**src/rtl/sd_spi_pkg.sv**
```systemverilog
// Shared types and constants for the SD SPI bit engine: state encoding,
// SCK half-period table, frame constants and a serial CRC7 step.
package sd_spi_pkg;

    typedef enum logic [2:0] {IDLE, DUMMY, CMD, POLL, RESP, GAP, DONE} spi_state_e;

    localparam int         CMD_BITS   = 48;
    localparam logic [7:0] FILL_BYTE  = 8'hFF;
    localparam logic [6:0] CRC7_POLY  = 7'h09;
    localparam int         HALF_TABLE [4] = '{128, 32, 4, 1};

    // Out-of-range response lengths are clamped to the legal 1..6 bytes.
    function automatic logic [2:0] norm_len(input logic [2:0] len);
        if (len == 3'd0) return 3'd1;
        if (len == 3'd7) return 3'd6;
        return len;
    endfunction

    function automatic logic [6:0] crc7_step(input logic [6:0] crc, input logic b);
        return {crc[5:0], 1'b0} ^ ((b ^ crc[6]) ? CRC7_POLY : 7'h00);
    endfunction

endpackage

```
**src/rtl/sd_spi_clkgen.sv**
```systemverilog
// SCK generator: free-running half-period counter while enabled, with
// single-cycle strobes on the cycle before SCK rises or falls.
module sd_spi_clkgen (
    input  logic       control_clk_i,
    input  logic       control_rst_i,
    input  logic       spi_rst_i,
    input  logic       en,
    input  logic [7:0] half,
    output logic       sck,
    output logic       rise,
    output logic       fall
);
    logic [7:0] cnt;
    logic       wrap;

    assign wrap = en && (cnt == half - 8'd1);
    assign rise = wrap && !sck;
    assign fall = wrap && sck;

    always_ff @(posedge control_clk_i or posedge control_rst_i) begin
        if (control_rst_i) begin
            cnt <= '0;
            sck <= 1'b0;
        end else if (spi_rst_i || !en) begin
            cnt <= '0;
            sck <= 1'b0;
        end else if (wrap) begin
            cnt <= '0;
            sck <= ~sck;
        end else begin
            cnt <= cnt + 8'd1;
        end
    end

endmodule

```
**src/rtl/sd_spi_master.sv**
```systemverilog
// SD SPI mode-0 master: sends a 48-bit command, polls for the response token
// and collects up to 6 response bytes. Define SD_SPI_CRC7_EN to send a CRC7.
module sd_spi_master
    import sd_spi_pkg::*;
#(
    parameter int NCR_MAX    = 8,
    parameter int DUMMY_CLKS = 80,
    parameter int HALF_DIV0  = HALF_TABLE[0],
    parameter int HALF_DIV1  = HALF_TABLE[1],
    parameter int HALF_DIV2  = HALF_TABLE[2],
    parameter int HALF_DIV3  = HALF_TABLE[3]
) (
    input  logic        control_clk_i,
    input  logic        control_rst_i,
    input  logic        spi_rst_i,
    input  logic        spi_start_i,
    input  logic        spi_fbo_i,
    input  logic [47:0] instruction_i,
    input  logic [1:0]  clock_divider_i,
    input  logic [2:0]  resp_len_i,
    output logic [47:0] spi_data_o,
    output logic        spi_done_o,
    output logic        spi_busy_o,
    output logic        spi_timeout_o,
    output logic        sd_sck_o,
    output logic        sd_mosi_o,
    output logic        sd_cs_n_o,
    input  logic        sd_miso_i
);
    spi_state_e  state, state_d;
    logic [47:0] tx_q, tx_nxt, rx_q;
    logic [6:0]  bit_cnt, resp_last;
    logic [2:0]  len_q;
    logic [1:0]  div_q;
    logic [7:0]  half;
    logic        sck_en, rise, fall, byte_end;
`ifdef SD_SPI_CRC7_EN
    logic [6:0]  crc_q;
`endif

    always_comb begin
        case (div_q)
            2'd0:    half = 8'(HALF_DIV0);
            2'd1:    half = 8'(HALF_DIV1);
            2'd2:    half = 8'(HALF_DIV2);
            default: half = 8'(HALF_DIV3);
        endcase
    end

    // SCK is parked low in DONE so the last falling edge is the final one.
    assign sck_en     = (state != IDLE) && (state != DONE);
    assign spi_busy_o = (state != IDLE);
    assign byte_end   = fall && (bit_cnt[2:0] == 3'd7);
    assign resp_last  = {1'b0, len_q - 3'd2, 3'b111};

    sd_spi_clkgen u_clkgen (
        .control_clk_i (control_clk_i),
        .control_rst_i (control_rst_i),
        .spi_rst_i     (spi_rst_i),
        .en            (sck_en),
        .half          (half),
        .sck           (sd_sck_o),
        .rise          (rise),
        .fall          (fall)
    );

    always_comb begin
        state_d = state;
        case (state)
            IDLE:    if (spi_start_i) state_d = spi_fbo_i ? DUMMY : CMD;
            DUMMY:   if (fall && bit_cnt == 7'(DUMMY_CLKS - 1)) state_d = DONE;
            CMD:     if (fall && bit_cnt == 7'(CMD_BITS - 1)) state_d = POLL;
            POLL: begin
                if (byte_end) begin
                    if (!rx_q[7])                              state_d = (len_q == 3'd1) ? GAP : RESP;
                    else if (bit_cnt == 7'(NCR_MAX * 8 - 1))   state_d = GAP;
                end
            end
            RESP:    if (fall && bit_cnt == resp_last) state_d = GAP;
            GAP:     if (fall && bit_cnt == 7'd7) state_d = DONE;
            default: state_d = IDLE;
        endcase
    end

    // After bit 8 leaves the wire, the next byte becomes {crc, 1} when enabled.
    always_comb begin
        tx_nxt = {tx_q[46:0], 1'b0};
`ifdef SD_SPI_CRC7_EN
        if (bit_cnt == 7'(CMD_BITS - 9)) tx_nxt[47:40] = {crc7_step(crc_q, tx_q[47]), 1'b1};
`endif
    end

    always_ff @(posedge control_clk_i or posedge control_rst_i) begin
        if (control_rst_i)  state <= IDLE;
        else if (spi_rst_i) state <= IDLE;
        else                state <= state_d;
    end

    always_ff @(posedge control_clk_i or posedge control_rst_i) begin
        if (control_rst_i) begin
            tx_q <= '0; rx_q <= '0; bit_cnt <= '0; len_q <= 3'd1; div_q <= '0;
            sd_mosi_o <= 1'b1; sd_cs_n_o <= 1'b1; spi_done_o <= 1'b0;
            spi_timeout_o <= 1'b0; spi_data_o <= '0;
`ifdef SD_SPI_CRC7_EN
            crc_q <= '0;
`endif
        end else if (spi_rst_i) begin
            bit_cnt <= '0; div_q <= '0;
            sd_mosi_o <= 1'b1; sd_cs_n_o <= 1'b1; spi_done_o <= 1'b0;
            spi_timeout_o <= 1'b0; spi_data_o <= '0;
        end else begin
            spi_done_o <= (state == DONE);
            if (state_d != state) bit_cnt <= '0;
            else if (fall)        bit_cnt <= bit_cnt + 7'd1;
            if (rise) rx_q <= {rx_q[46:0], sd_miso_i};
            case (state)
                IDLE: if (spi_start_i) begin
                    tx_q          <= instruction_i;
                    div_q         <= clock_divider_i;
                    len_q         <= norm_len(resp_len_i);
                    spi_timeout_o <= 1'b0;
`ifdef SD_SPI_CRC7_EN
                    crc_q         <= '0;
`endif
                    if (!spi_fbo_i) begin
                        sd_cs_n_o <= 1'b0;
                        sd_mosi_o <= instruction_i[47];
                    end
                end
                CMD: if (fall) begin
                    tx_q      <= tx_nxt;
                    sd_mosi_o <= (state_d == POLL) ? FILL_BYTE[7] : tx_nxt[47];
`ifdef SD_SPI_CRC7_EN
                    if (bit_cnt < 7'(CMD_BITS - 8)) crc_q <= crc7_step(crc_q, tx_q[47]);
`endif
                end
                POLL: if (byte_end) begin
                    if (!rx_q[7]) begin
                        rx_q <= {40'd0, rx_q[7:0]};
                        if (len_q == 3'd1) spi_data_o <= {40'd0, rx_q[7:0]};
                    end else if (state_d == GAP) begin
                        spi_data_o    <= '1;
                        spi_timeout_o <= 1'b1;
                    end
                end
                RESP: if (fall && state_d == GAP) spi_data_o <= rx_q;
                GAP:  if (fall && state_d == DONE) sd_cs_n_o <= 1'b1;
                default: ;
            endcase
        end
    end

endmodule

```
**config.mk**
```make
export PLATFORM = sky130hd
export DESIGN_NAME = sd_spi_master
export DESIGN_NICKNAME = d
export VERILOG_FILES = /design/src/rtl/sd_spi_pkg.sv /design/src/rtl/sd_spi_clkgen.sv /design/src/rtl/sd_spi_master.sv
export SDC_FILE = /design/constraint.sdc
export NUM_CORES = 1
export LEC_CHECK = 0
export CAP_MARGIN = 20
export CORE_MARGIN = 2
export CORE_UTILIZATION = 46
export CTS_BUF_LIST = sky130_fd_sc_hd__clkbuf_8 sky130_fd_sc_hd__clkbuf_16
export CTS_CLUSTER_DIAMETER = 40
export DETAILED_ROUTE_END_ITERATION = 10
export GPL_TIMING_DRIVEN = 0
export HOLD_SLACK_MARGIN = 0.1
export PLACE_DENSITY = 0.69
export SLEW_MARGIN = 20
export SYNTH_ARGS = -nofsm -noshare
export SYNTH_HDL_FRONTEND = slang
export SYNTH_HIERARCHICAL = 1
export SYNTH_SLANG_ARGS = --single-unit
```
**constraint.sdc**
```tcl
create_clock -name control_clk_i -period 13.6 [get_ports control_clk_i]
set_input_delay 3.4 -clock control_clk_i [delete_from_list [all_inputs] [get_ports control_clk_i]]
set_output_delay 3.4 -clock control_clk_i [all_outputs]
set_load 0.005 [all_outputs]
```
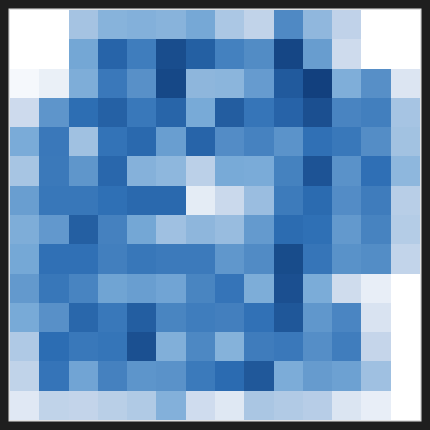
*Local utilization*
Drawn at 3 px/µm. 14 x 14 tiles, from white (low) to dark blue (high), 0 to 100% covered.
- tiles over 75% full: 16%
- mean over tiles: 53%
- nearly empty tiles: 6.6%
- emptiest ninth of the die: lower right
- fullest tile: 94%
core area: 17200 µm²
final core occ: 58.9%
FP Util: 47.0%

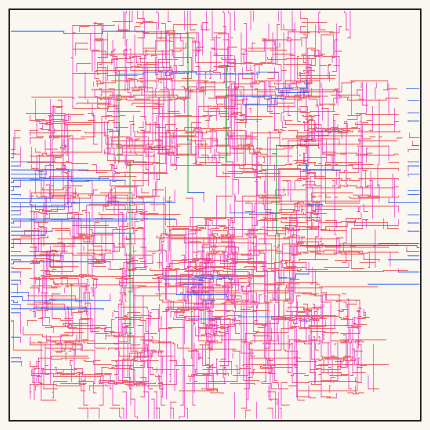
*Signal wires by layer*
Drawn at 3 px/µm.
- blue: metal 3 (wire length 1110 µm)
- magenta: metal 2 (wire length 7750 µm)
- green: metal 4 (wire length 233 µm)
- red: metal 1 (wire length 7910 µm)
Routed WL: 17000 µm
Total GRT Usage: 19.3%
routed vias: 5953
WL/cell: 14.9 µm

==> metrics.cfg <==
[pwr]
power.density_nw_per_um2 = 117
power_frac_clock_pct = 39.1
power.share.switching_pct = 25.2
p_int_mw = 0.889
p_sw_mw = 0.299
ir_drop_v = 0.0000960
power_leakage_nw = 4.67

[synth]
yosysChipArea_um2 = 8090
synth_async_sr_flop_share_pct = 100
ys_warn_count = 6
syn_inst = 762
synth_area_per_cell_um2 = 10.6

[worst_setup_path]
cp_common_cell = clkbuf_1
cp_slowest_cell = clkdlybuf4s50_1
cp_num_buf_inv = 3
crit_type = reg -> out
cp_data_arrival_time_ns = 2.26
cp.required_ns = 10.20
crit_path_end_kind = primary output

[finish]
nNetsFinal = 969
fillers = 1499
diodes = 0
final_cells = 1143

[clocking]
cts_buffer_depth = 2
cts_inserted_buffers = 17
cts_resized = 0
post_cts_buffers = 0
cts_max_level = 4
hold_buffers = 0

[global_route]
grt_overflow = 0
grt_max_degree = 87

[sta]
fin_skew_ns = 0.0165
maxSlewViolCount = 0
tightest_slew_ns = 0.939
period_minus_slack_ns = 5.66
fmax_ghz = 0.177
rsz0062_at_grt = no
period_used_pct = 41.6

[routing]
top_layer = met4
ant_nets = 0
drc = 0
dr_wl_met3_um = 1110
drt-initial-drc-count = 386
met2_wirelength_um = 7750

[outcome]
status = complete, no violations

[flow_run]
drv_cap = 0

[die]
rows = 48
die_w_um = 137

[placement]
routabilityCongestion = 0.849
detailedPlace.worstSlack_ns = 7.54

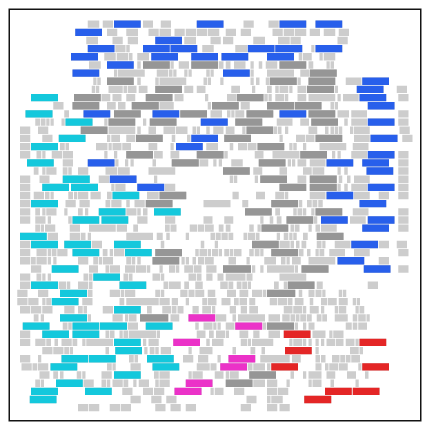
*Sequential cells colored by netlist name*
Drawn at 3 px/µm.
- blue: spi_data_o (sequential cells 48)
- red: u_clkgen/cnt (sequential cells 8; where lower right)
- cyan: tx_q (sequential cells 47)
- magenta: bit_cnt (sequential cells 7; where bottom center)

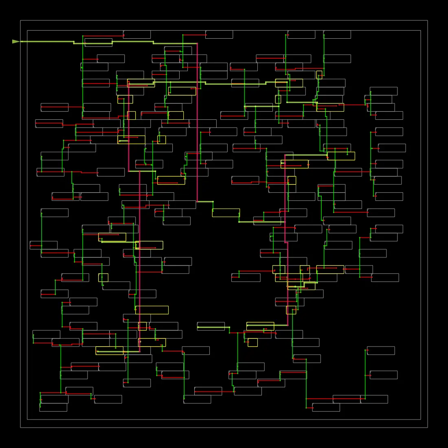
*Clock nets*
registers: 171
Skew-Pair Late Insertion Delay: 0.43 ns
clk_buf instances: 19
Clk. pwr: 0.465 mW

power groups by stage:
stage               sequential [mW]  clock [mW]  combinational, mW
finish                        0.578       0.465              0.146
CTS                           0.578       0.476              0.148
floorplan                     0.580           0             0.0934
global route                  0.583       0.500              0.165
global placement              0.586           0              0.143
detailed placement            0.587           0              0.147
cell usage in the layout (no fill, tap or decap), types with 17 or more instances in the layout:
cell               n
nand2_1          150
mux2_2            31
nor2_1            28
mux2i_1           49
clkbuf_1          38
a22o_1            42
clkdlybuf4s50_1  112
dfrtp_1          168
clkbuf_16         17
mux2_4            20
inv_1             20
o21ai_0           71
metal layers:
| metal | GRT usage [%] | vias to the layer above |
|---|---|---|
| met3 | 5.93 | 16 |
| met2 | 29.6 | 136 |
| met5 | 0 | - |
| met1 | 26.1 | 2891 |
| li1 | - | 2910 |
| met4 | 6.08 | 0 |
cell type report:
class | count | area [µm²] | share of cell area, %
Buffer | 54 | 248 | 2.44
Sequential cell | 171 | 4280 | 42.2
Timing Repair Buffer | 113 | 1150 | 11.3
Tap cell | 225 | 282 | 2.78
Clock inverter | 12 | 116 | 1.15
Inverter | 21 | 86.3 | 0.851
Clock buffer | 19 | 453 | 4.46
Multi-Input combinational cell | 528 | 3530 | 34.8
sequential cells by signal (all words and copies together), names as in the netlist:
| register | flops |
|---|---|
| div_q | 2 |
| sd_mosi_o | 1 |
| u_clkgen/cnt | 8 |
| rx_q | 48 |
| spi_done_o | 1 |
| tx_q | 47 |
| state | 3 |
| len_q | 3 |
| bit_cnt | 7 |
| spi_timeout_o | 1 |
| spi_data_o | 48 |
| u_clkgen/sck | 1 |
| sd_cs_n_o | 1 |
path summary, 6_finish.rpt:
path	startpoint	endpoint	slack, ns	cells past startpoint
worst max-delay path	state[1]$_DFF_PP0_	spi_busy_o	7.94	4
worst min-delay path	tx_q[9]$_DFFE_PP0P_	tx_q[9]$_DFFE_PP0P_	0.48	2
worst max register to register	div_q[0]$_DFFE_PP0P_	spi_data_o[0]$_DFFE_PP0P_	8.98	17
worst min register to register	tx_q[9]$_DFFE_PP0P_	tx_q[9]$_DFFE_PP0P_	0.48	2
max in group asynchronous	control_rst_i	sd_cs_n_o$_DFFE_PP1P_	9.36	3
min in group asynchronous	control_rst_i	u_clkgen/cnt[7]$_DFF_PP0_	3.40	2
cells by family (layout without fill, tap and decap cells):
family / after synthesis / count (layout) / synth area share (%)
AND-OR/OR-AND: 144 / 144 / 11.8
XOR/XNOR: 24 / 24 / 2.60
adder cells (fa/ha/maj): 5 / 5 / 0.742
buffers and inverters: 75 / 219 / 4.04
flip-flops: 171 / 171 / 52.9
multiplexers: 100 / 100 / 14.1
other: 1 / 13 / 0.0463
AND/OR/NAND/NOR: 242 / 242 / 13.8
worst min-delay path, stage by stage, from the launching register on:
cell and delay (ns):
dfrtp_1 0.34, nand2_1 0.05, o21ai_0 0.06
No activity file was given, so power comes from the tool's default toggle rates.
